Fig. 1: run 1, power grid
Bar = 20 microns. Pins as bars on the die edge. Tap cells in grey.
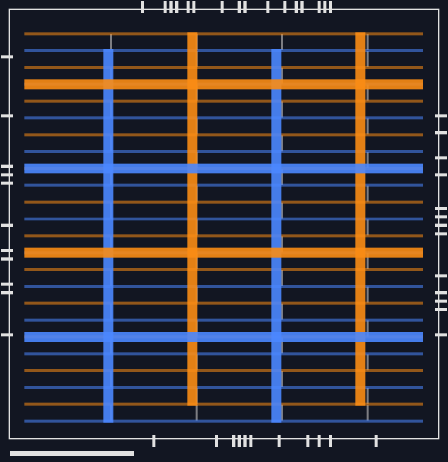
Fig. 2: run 1, cells coloured by class
Bar = 20 microns.
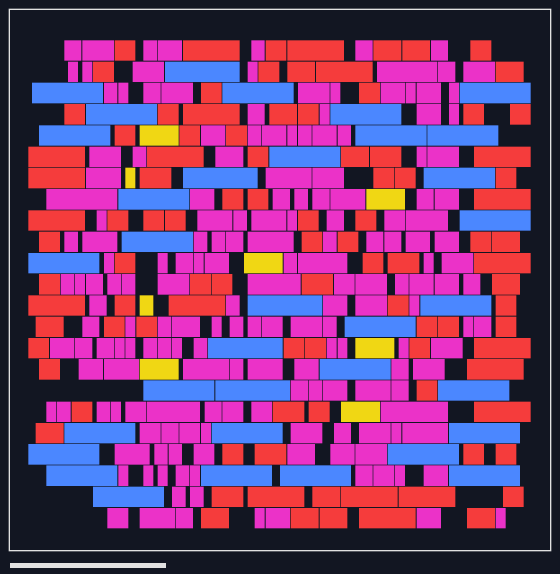
Fig. 3: run 1, routed clock nets over the placement
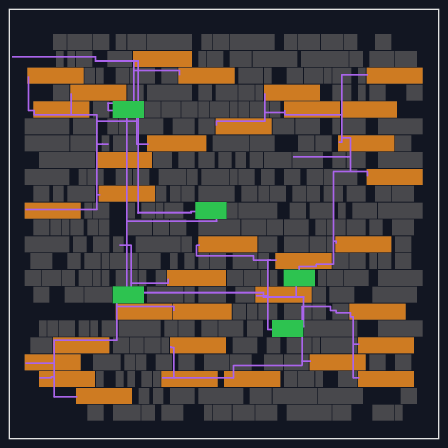
Design priority_grant_sequencer_flat, sky130hd; sources not shown.
==> results_slide.txt, run 1 <==
Flow Results at a Glance

Global route
  – Global-route wire length before repair: 11.1 mm
  – Tot GR Track Use: 29.4%

Yosys
  – Ys async rst share: 100%
  – Top_reg_cell synth: dfrtp_1
  – Syn Std Cell Area: 2080 sq um
  – Seq share, synth: 41.0%
  – Syn_area_per_cell: 9.07 sq um
  – Yosys cell count: 229
  – Synthesis Warnings: 0

Setup path
  – CP max stage delay: 0.42 ns
  – WS Path Type: reg2out
  – Crit path required time: 1.65 ns
  – Delay-heaviest family, CP: simple AND/OR/NAND/NOR gates
  – CP Buf/Inv Count: 1
  – Slowest-stage cell, CP: dfrtp_1
  – Arrival @ worst endpoint: 1.81 ns
  – Crit path launch type: flip-flop
  – Worst R2R Path Depth: 7
  – Most common cell on crit path: and3_4
  – Crit path capture type: primary output
  – Worst R2R Setup Slack: 0.13 ns

Clock tree
  – Sink Count: 34
  – Inserted Clock Buffers: 5
  – CTS-repair resized insts: 21
  – Clock transition at the registers of the reported paths: 0.08 ns

Worst hold path
  – Worst Hold Class: reg2reg

Placed design
  – DP Wirelength: 4.39 mm
  – Placed cell areas: 3010 sq um
  – PortBufs: 50

Status
  – Status: complete, but fails checks
  – Violated checks: setup timing

Finish
  – # fillers: 237
  – # diodes: 0
  – Synthesis-to-finish area growth: 63.9%
  – Final core occ: 84.5%
  – # nets final: 339

Final timing
  – Final setup violation count: 11
  – Fin Setup TNS: -0.874 ns
  – Final critical-path setup slack: -0.160 ns
  – RSZ-0062 raised after global routing: true
  – Fin. Hold Viols: 0
  – Max-slew violation count: 0

Die
  – Die Size: 4780 sq um
  – Io pins: 51

Drt
  – DRC viols: 0
  – Wire length per cell: 19.8 microns
About Fig. 1:
colour	net
blue	VSS
orange	VDD
met1 rails	24
tap cells	50
met5 straps	4
rows	23
Die Y: 69.1 microns
core area: 4030 sq um
Die X: 69.1 microns

About Fig. 2:
colour	class	cells
magenta	combinational and other logic	179
blue	sequential cells	34
yellow	clock drivers and dummy loads	8
red	remaining buffers and delay cells	97
final instance area: 3400 sq um
FP Rows: 23

About Fig. 3:
[orange] flip-flops | count: 34
[purple] clock wires | length: 488 microns
[green] clock drivers | count: 5
routed clock nets	6
clk_lat worst skew: 0.30 ns

[run 1: area by class of cell]
cell class,count,area [sq um],area share (%)
sequential,34,857,25.2
clock buffer,7,86.3,2.54
multi-input combinational,171,1320,38.7
inverter,8,32.5,0.956
timing repair buffer,97,1040,30.6
tap,50,62.6,1.84
clock inverter,1,5.00,0.147
[run 1: cell families after synthesis]
logic type	synth area share [%]
buffers and inverters	5.96
AND/OR/NAND/NOR	25.8
AND-OR/OR-AND	23.1
flip-flops	41.0
adder cells (fa/ha/maj)	4.10
[run 1: routing by layer]
layer	share of wire [%]	track usage, %	vias to the layer above	wire [microns]
li1	-	-	1023	-
met1	41	38.2	1120	2950
met2	48	47.8	120	3510
met3	6.8	5.56	35	498
met4	4.4	12.4	0	322
met5	0	0	-	0
[run 1: layout by cell type (no fill, tap or decap), drive strengths merged, types with 2 or more instances in the layout]
| cell | n |
|---|---|
| buf | 82 |
| dfrtp | 34 |
| nor2 | 29 |
| o21ai | 20 |
| clkdlybuf4s50 | 15 |
| a22o | 14 |
| nand2 | 14 |
| a31oi | 10 |
| nand3 | 9 |
| and3 | 9 |
| inv | 8 |
| nor3 | 8 |
| clkbuf | 7 |
| ha | 6 |
| a21oi | 6 |
| nand4 | 5 |
| nand2b | 5 |
| o31ai | 4 |
| nor4 | 4 |
| and2 | 4 |
| o21a | 2 |
| nor3b | 2 |
| a211oi | 2 |
| nor2b | 2 |
| o22ai | 2 |
| o21bai | 2 |
Fig. 4: run 1, cell placement
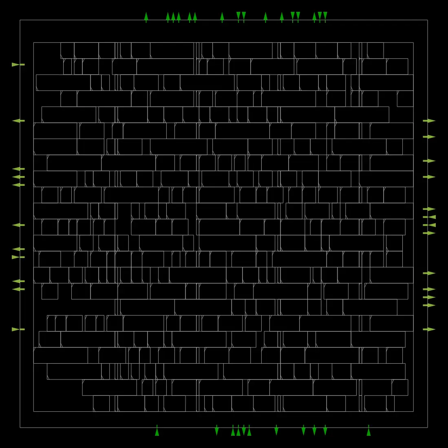

--- run 2 (diff from run 1) ---
==> constraint.sdc (replaced) <==
create_clock -name clk -period 2.3 [get_ports clk]
set_clock_uncertainty 0.15 [all_clocks]
set_input_delay 0.46 -clock clk [delete_from_list [all_inputs] [get_ports clk]]
set_output_delay 0.46 -clock clk [all_outputs]
set_load 0.1 [all_outputs]
Fig. 5: run 2, cell placement
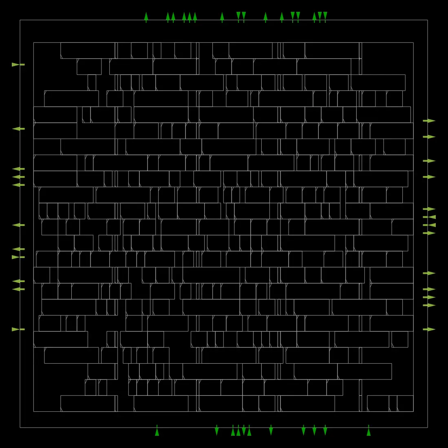
Final Non-Filler Cells: 352
final core occ: 80.3%

==> results_slide.txt, run 2 <==
Flow Results at a Glance

Drt
  – DRC viols: 0
  – Wire length per cell: 18.6 microns

Final timing
  – Fin. Hold Viols: 0
  – Final setup violation count: 10
  – Final critical-path setup slack: -0.122 ns
  – Max-slew violation count: 0
  – RSZ-0062 raised after global routing: true

Yosys
  – Seq share, synth: 41.0%
  – Syn Std Cell Area: 2080 sq um
  – Syn_area_per_cell: 9.07 sq um
  – Yosys cell count: 229
  – Ys async rst share: 100%

Setup path
  – Arrival @ worst endpoint: 1.81 ns
  – CP Buf/Inv Count: 1
  – Worst R2R Setup Slack: 0.25 ns
  – Delay-heaviest family, CP: simple AND/OR/NAND/NOR gates
  – Crit path launch type: flip-flop
  – Most common cell on crit path: and3_4
  – Crit path required time: 1.69 ns
  – Worst R2R Path Depth: 8
  – Crit path capture type: primary output

Worst hold path
  – Worst Hold Class: reg2reg

Clock tree
  – Inserted Clock Buffers: 5
  – Sink Count: 34
  – Clock transition at the registers of the reported paths: 0.07 ns
  – Clk_lat worst skew: 0.29 ns

Global route
  – Global-route wire length before repair: 10.3 mm
  – Tot GR Track Use: 26.7%

Die
  – Die X: 69.1 microns
  – Die Y: 69.1 microns
  – Core area: 4030 sq um

Finish
  – Most used logic cell in the final layout: buf_4
  – # diodes: 0
  – Synthesis-to-finish area growth: 55.7%
  – Final instance area: 3230 sq um

Placed design
  – PortBufs: 50
  – Placed cell areas: 2990 sq um

Status
  – Status: complete, but fails checks
  – Violated checks: setup timing
run 2: logic make-up (layout without fill, tap and decap cells):
group	after synthesis	count (layout)	share of synthesized area, %
and+or+nand+nor	96	96	25.8
buffers and inverters	24	97	5.96
DFF	34	34	41.0
AOI/OAI and AO/OA	68	68	23.1
adders and majority gates	7	7	4.10
run 2: per-layer routing:
| metal | vias up | wire length (microns) | track usage [%] |
|---|---|---|---|
| met1 | 1047 | 2700 | 36.5 |
| li1 | 983 | - | - |
| met5 | - | 0 | 0 |
| met3 | 25 | 493 | 5.12 |
| met2 | 141 | 3170 | 41.7 |
| met4 | 0 | 183 | 10.5 |
run 2: metrics by stage:
step / instances / TNS, ns / hold slack, ns / utilization (%)
6_report: 352 / -0.673 / 0.349 / 80.3
5_1_grt: 352 / -1.18 / 0.369 / 80.3
4_1_cts: 347 / -0.411 / 0.350 / 78.1
3_5_place_dp: 336 / 0 / 0.338 / 74.2
3_3_place_gp: 336 / 0 / 0.328 / 74.2
2_1_floorplan: 229 / -0.267 / 0.302 / -
run 2: area by class of cell:
type                    instances  area, sq um
repair buffers                 82          918
fillers                       244          795
clock buffers                   7         76.3
inverters                       8         30.0
multi-input cells             171         1290
well taps                      50         62.6
flip-flops and latches         34          853
run 2: what timing repair did:
item                                   in CTS  in global routing
setup endpoints to repair                  12                 13
gates resized                              13                 12
setup buffers                               4                  5
pin swaps                                   4                  7
endpoints found under the hold margin       0                  0
